<file path="config.mk">
export PLATFORM = sky130hd
export DESIGN_NAME = snow64_float_mul_pipe_flat
export DESIGN_NICKNAME = d
export VERILOG_FILES = /design/src/rtl/snow64_float_mul_pipe_pkg.sv /design/src/rtl/snow64_float_mul_pipe_if.sv /design/src/rtl/snow64_float_mul_lane.sv /design/src/rtl/snow64_float_mul_pipe.sv /design/src/flat_wrapper.sv
export SDC_FILE = /design/constraint.sdc
export NUM_CORES = 1
export LEC_CHECK = 0
export CORE_MARGIN = 5
export CORE_UTILIZATION = 55
export DETAILED_ROUTE_END_ITERATION = 16
export PLACE_DENSITY = 0.78
export SYNTH_ARGS = -nofsm -noshare
export SYNTH_HDL_FRONTEND = slang
export SYNTH_SLANG_ARGS = --single-unit
</file>
<file path="constraint.sdc">
create_clock -name clk -period 3.1 [get_ports clk]
set_input_delay 0.31 -clock clk [delete_from_list [all_inputs] [get_ports clk]]
set_output_delay 0.31 -clock clk [all_outputs]
set_load 0.01 [all_outputs]
</file>
<file path="src/rtl/snow64_float_mul_pipe_pkg.sv">
// snow64_float_mul_pipe_pkg: shared constants, field macros and result classification for the lane-parallel float multiplier.
`define SNOW64_FMUL_SIGN(x, e, m) x[(e)+(m)]
`define SNOW64_FMUL_EXP(x, e, m) x[(e)+(m)-1 -: (e)]
`define SNOW64_FMUL_MANT(x, e, m) x[(m)-1:0]
package snow64_float_mul_pipe_pkg;
  function automatic int bias_of(input int e);
    return (1 << (e - 1)) - 1;
  endfunction
  function automatic int max_enc_exp(input int e);
    return (1 << e) - 2;
  endfunction
  function automatic int lane_w(input int e, input int m);
    return 1 + e + m;
  endfunction
  typedef enum logic [1:0] {RES_NORMAL, RES_ZERO, RES_UNF, RES_OVF} res_kind_e;
endpackage

</file>
<file path="src/rtl/snow64_float_mul_pipe_if.sv">
// snow64_float_mul_pipe_if: operand/result handshake bundle shared by the multiplier and its issuing unit.
interface snow64_float_mul_pipe_if
  import snow64_float_mul_pipe_pkg::*;
#(
  parameter int EXP_WIDTH  = 8,
  parameter int MANT_WIDTH = 7,
  parameter int NUM_LANES  = 4,
  parameter int TAG_WIDTH  = 4
);
  localparam int W = lane_w(EXP_WIDTH, MANT_WIDTH);
  logic                   in_valid;
  logic                   in_ready;
  logic [NUM_LANES*W-1:0] in_a;
  logic [NUM_LANES*W-1:0] in_b;
  logic [NUM_LANES-1:0]   in_lane_en;
  logic [TAG_WIDTH-1:0]   in_tag;
  logic                   out_valid;
  logic                   out_ready;
  logic [NUM_LANES*W-1:0] out_data;
  logic [TAG_WIDTH-1:0]   out_tag;
  logic [NUM_LANES-1:0]   out_ovf;
  logic [NUM_LANES-1:0]   out_unf;
  modport master (
    output in_valid, in_a, in_b, in_lane_en, in_tag, out_ready,
    input  in_ready, out_valid, out_data, out_tag, out_ovf, out_unf
  );
  modport slave (
    input  in_valid, in_a, in_b, in_lane_en, in_tag, out_ready,
    output in_ready, out_valid, out_data, out_tag, out_ovf, out_unf
  );
endinterface

</file>
<file path="src/rtl/snow64_float_mul_lane.sv">
// snow64_float_mul_lane: one lane's unpack/multiply, normalise and pack stages.
// SNOW64_FLOAT_MUL_PIPE_ROUND_NEAREST_EVEN_EN selects round-to-nearest-even instead of truncation.
module snow64_float_mul_lane
  import snow64_float_mul_pipe_pkg::*;
#(
  parameter int EXP_WIDTH  = 8,
  parameter int MANT_WIDTH = 7
) (
  input  logic                                  clk,
  input  logic                                  rst_n,
  input  logic                                  advance,
  input  logic                                  en,
  input  logic [lane_w(EXP_WIDTH,MANT_WIDTH)-1:0] a,
  input  logic [lane_w(EXP_WIDTH,MANT_WIDTH)-1:0] b,
  output logic [lane_w(EXP_WIDTH,MANT_WIDTH)-1:0] data,
  output logic                                  ovf,
  output logic                                  unf
);
  localparam int E = EXP_WIDTH;
  localparam int M = MANT_WIDTH;
  localparam int W = lane_w(E, M);
  // Normalised product keeps only the bits below the leading one that pack actually consumes.
`ifdef SNOW64_FLOAT_MUL_PIPE_ROUND_NEAREST_EVEN_EN
  localparam int PW = 2 * M + 1;
`else
  localparam int PW = M;
`endif
  typedef struct packed {
    logic              s;
    logic signed [E+1:0] e;
    logic [2*M+1:0]    p;
    logic              z;
  } s1_t;
  typedef struct packed {
    logic              s;
    logic signed [E+1:0] e;
    logic [PW-1:0]     p;
    logic              z;
  } s2_t;
  s1_t s1_d, s1_q;
  s2_t s2_d, s2_q;
  logic signed [E+1:0] e3;
  logic [M-1:0] frac;
  res_kind_e kind;
  logic [W-1:0] data_d;
`ifdef SNOW64_FLOAT_MUL_PIPE_ROUND_NEAREST_EVEN_EN
  logic [M:0] rounded;
`endif
  always_comb begin
    s1_d.s = `SNOW64_FMUL_SIGN(a, E, M) ^ `SNOW64_FMUL_SIGN(b, E, M);
    s1_d.e = (E+2)'(`SNOW64_FMUL_EXP(a, E, M)) + (E+2)'(`SNOW64_FMUL_EXP(b, E, M)) - (E+2)'(bias_of(E));
    s1_d.p = {1'b1, `SNOW64_FMUL_MANT(a, E, M)} * {1'b1, `SNOW64_FMUL_MANT(b, E, M)};
    s1_d.z = !en || `SNOW64_FMUL_EXP(a, E, M) == '0 || `SNOW64_FMUL_EXP(b, E, M) == '0;
    s2_d.s = s1_q.s;
    s2_d.e = s1_q.e + (E+2)'(s1_q.p[2*M+1]);
    s2_d.p = PW'((s1_q.p[2*M+1] ? s1_q.p : s1_q.p << 1) >> (2 * M + 1 - PW));
    s2_d.z = s1_q.z;
`ifdef SNOW64_FLOAT_MUL_PIPE_ROUND_NEAREST_EVEN_EN
    rounded = {1'b0, s2_q.p[2*M:M+1]} + (M+1)'(s2_q.p[M] && (|s2_q.p[M-1:0] || s2_q.p[M+1]));
    frac = rounded[M-1:0];
    e3 = s2_q.e + (E+2)'(rounded[M]);
`else
    frac = s2_q.p;
    e3 = s2_q.e;
`endif
    kind = s2_q.z ? RES_ZERO :
           e3 <= 0 ? RES_UNF :
           e3 > $signed((E+2)'(max_enc_exp(E))) ? RES_OVF : RES_NORMAL;
    data_d = kind == RES_OVF    ? {s2_q.s, E'(max_enc_exp(E)), {M{1'b1}}} :
             kind == RES_NORMAL ? {s2_q.s, e3[E-1:0], frac} : {s2_q.s, {(E+M){1'b0}}};
  end
  always_ff @(posedge clk or negedge rst_n) begin
    if (!rst_n) begin
      s1_q <= '0;
      s2_q <= '0;
      data <= '0;
      ovf  <= 1'b0;
      unf  <= 1'b0;
    end else if (advance) begin
      s1_q <= s1_d;
      s2_q <= s2_d;
      data <= data_d;
      ovf  <= kind == RES_OVF;
      unf  <= kind == RES_UNF;
    end
  end
endmodule

</file>
<file path="src/rtl/snow64_float_mul_pipe.sv">
// snow64_float_mul_pipe: 3-stage lane-parallel float multiplier with shared valid/ready and tag.
// SNOW64_FLOAT_MUL_PIPE_ROUND_NEAREST_EVEN_EN enables round-to-nearest-even in every lane.
module snow64_float_mul_pipe
  import snow64_float_mul_pipe_pkg::*;
#(
  parameter int EXP_WIDTH  = 8,
  parameter int MANT_WIDTH = 7,
  parameter int NUM_LANES  = 4,
  parameter int TAG_WIDTH  = 4
) (
  input logic                   clk,
  input logic                   rst_n,
  snow64_float_mul_pipe_if.slave bus
);
  localparam int W = lane_w(EXP_WIDTH, MANT_WIDTH);
  logic advance;
  logic v1, v2;
  logic [TAG_WIDTH-1:0] t1, t2;
  // Whole pipe stalls only when the output register is full and not being drained.
  assign advance = !bus.out_valid || bus.out_ready;
  assign bus.in_ready = advance;
  always_ff @(posedge clk or negedge rst_n) begin
    if (!rst_n) begin
      v1            <= 1'b0;
      v2            <= 1'b0;
      bus.out_valid <= 1'b0;
      t1            <= '0;
      t2            <= '0;
      bus.out_tag   <= '0;
    end else if (advance) begin
      v1            <= bus.in_valid;
      v2            <= v1;
      bus.out_valid <= v2;
      t1            <= bus.in_tag;
      t2            <= t1;
      bus.out_tag   <= t2;
    end
  end
  for (genvar i = 0; i < NUM_LANES; i++) begin : g_lane
    snow64_float_mul_lane #(
      .EXP_WIDTH (EXP_WIDTH),
      .MANT_WIDTH(MANT_WIDTH)
    ) u_lane (
      .clk    (clk),
      .rst_n  (rst_n),
      .advance(advance),
      .en     (bus.in_lane_en[i]),
      .a      (bus.in_a[i*W +: W]),
      .b      (bus.in_b[i*W +: W]),
      .data   (bus.out_data[i*W +: W]),
      .ovf    (bus.out_ovf[i]),
      .unf    (bus.out_unf[i])
    );
  end
endmodule

</file>
<file path="src/flat_wrapper.sv">
// flat-port wrapper written by rule: the top's interface ports become plain ports
module snow64_float_mul_pipe_flat import snow64_float_mul_pipe_pkg::*;
#(
  parameter int EXP_WIDTH  = 8,
  parameter int MANT_WIDTH = 7,
  parameter int NUM_LANES  = 4,
  parameter int TAG_WIDTH  = 4
)
  (clk, rst_n, bus_in_valid, bus_in_a, bus_in_b, bus_in_lane_en, bus_in_tag, bus_out_ready, bus_in_ready, bus_out_valid, bus_out_data, bus_out_tag, bus_out_ovf, bus_out_unf);
  snow64_float_mul_pipe_if #(.EXP_WIDTH(EXP_WIDTH), .MANT_WIDTH(MANT_WIDTH), .NUM_LANES(NUM_LANES), .TAG_WIDTH(TAG_WIDTH)) bus_i ();
  input logic clk;
  input logic rst_n;
  input wire logic [$bits(bus_i.in_valid)-1:0] bus_in_valid;
  input wire logic [$bits(bus_i.in_a)-1:0] bus_in_a;
  input wire logic [$bits(bus_i.in_b)-1:0] bus_in_b;
  input wire logic [$bits(bus_i.in_lane_en)-1:0] bus_in_lane_en;
  input wire logic [$bits(bus_i.in_tag)-1:0] bus_in_tag;
  input wire logic [$bits(bus_i.out_ready)-1:0] bus_out_ready;
  output wire logic [$bits(bus_i.in_ready)-1:0] bus_in_ready;
  output wire logic [$bits(bus_i.out_valid)-1:0] bus_out_valid;
  output wire logic [$bits(bus_i.out_data)-1:0] bus_out_data;
  output wire logic [$bits(bus_i.out_tag)-1:0] bus_out_tag;
  output wire logic [$bits(bus_i.out_ovf)-1:0] bus_out_ovf;
  output wire logic [$bits(bus_i.out_unf)-1:0] bus_out_unf;
  assign bus_i.in_valid = bus_in_valid;
  assign bus_i.in_a = bus_in_a;
  assign bus_i.in_b = bus_in_b;
  assign bus_i.in_lane_en = bus_in_lane_en;
  assign bus_i.in_tag = bus_in_tag;
  assign bus_i.out_ready = bus_out_ready;
  assign bus_in_ready = bus_i.in_ready;
  assign bus_out_valid = bus_i.out_valid;
  assign bus_out_data = bus_i.out_data;
  assign bus_out_tag = bus_i.out_tag;
  assign bus_out_ovf = bus_i.out_ovf;
  assign bus_out_unf = bus_i.out_unf;
  snow64_float_mul_pipe #(.EXP_WIDTH(EXP_WIDTH), .MANT_WIDTH(MANT_WIDTH), .NUM_LANES(NUM_LANES), .TAG_WIDTH(TAG_WIDTH)) u_core (.clk(clk), .rst_n(rst_n), .bus(bus_i));
endmodule
</file>
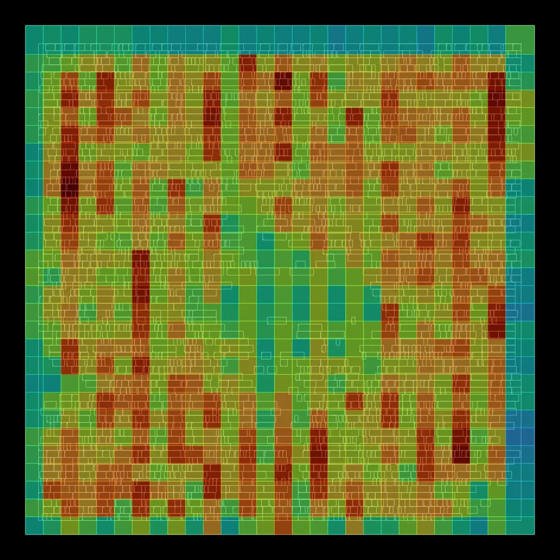
**Above:** routing congestion.
Global Route met1 Usage: 31.3%
average routed wire per standard cell: 16.3 um
Post-Route Utilization: 74.4%
global-route total usage across every layer: 24.2%
GRT busiest layer: met2

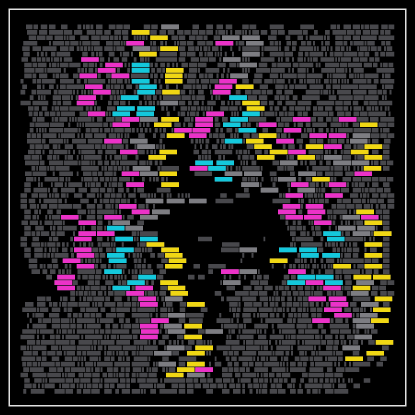
**Above:** register map, names as in the netlist.
Drawn at 2 px/um.
legend:
  `u_core.g_lane.u_lane.s1_q`:
    colour: magenta
    placed_flops: 84
  `u_core.g_lane.u_lane.data`:
    colour: yellow
    placed_flops: 64
  `u_core.g_lane.u_lane.e3`:
    colour: cyan
    placed_flops: 40
seq pwr: 5.81 mW
total area of sequential cells: 0.00618 sq mm
fraction of standard cell area that is sequential: 24.0%

==> changes_impl.md <==
### Metrics

* Arrival time worst endpoint at 4.17 ns
* Vias in the first global route at 16500
* Part of the total power dissipated in sequential elements at 27.4%
* Fin Setup TNS at -14.32 ns
* Total number of tap cells at 455
* Max FFs per register at 84
* Reg2reg setup slack at 1.18 ns
* Crit Reg-Reg Startpoint: u_core.bus.out_valid
* Capture point of the worst path: u_core.g_lane[2].u_lane.s1_q[15]
* Pwr dens at 824 mW/mm^2
* Detailed placer's ending HPWL at 36.0 mm
* Most common logic cells in the final layout: nand2_1 (309), dfrtp_1 (247), inv_1 (224), buf_4 (207), ha_1 (173)
* Flip-flops with a built-in enable at 0
* Outcome: complete, but fails checks
* Peak Freq at 0.264 GHz
* Simple Share, Synth at 15.9%
* Total number of multi-input combinational cells at 1467
* TritonCTS clock tree: done
* Top class by area: combinational gates
* Maximum clock skew at final layout at 0.00859 ns
* Yosys xor share at 4.35%
* Vias per Instance at 5.35
* Antenna violations before repair at 1
* Tally of OpenROAD warnings at 35
* Cell type group with the largest total delay on the critical path: adder cells
* Period utilisation layout at 122%
* Final GP Congestion at 0.908
* Fraction of power consumed by the clock network at 16.1%
* Slack of the critical path at -0.688 ns
* Worst path cell trace: buf_8 -> and2_4 -> fa_1 -> inv_2 -> fa_1 -> inv_1 -> fa_1 -> inv_1 -> fa_1 -> inv_2 -> ha_4 -> and2_4 -> a221o_1 -> a221oi_2 -> o21ai_1 -> xnor2_1 -> a21oi_1
* Num CTS Buffers at 28
* Placed cell count at 2852
* Number of endpoints failing setup at the final stage at 36
* ANT cells at 1
* Routed WL at 48.1 mm
* Count of filler cells inserted in the layout at 2370
* Die X-Extent at 197 um
* Proportion of layout cells with a drive suffix above 1 at 22.2%
* Pin count of the biggest net entering global routing at 132
* Top logic cell by instance count in the layout: nand2_1
* List of most frequent post-synthesis cells: nand2_1 (315), inv_1 (264), dfrtp_1 (247)
* Violated checks: setup timing
* Met3 layer wire length in the routed design at 1.60 mm
No activity file was given, so power comes from the tool's default toggle rates.
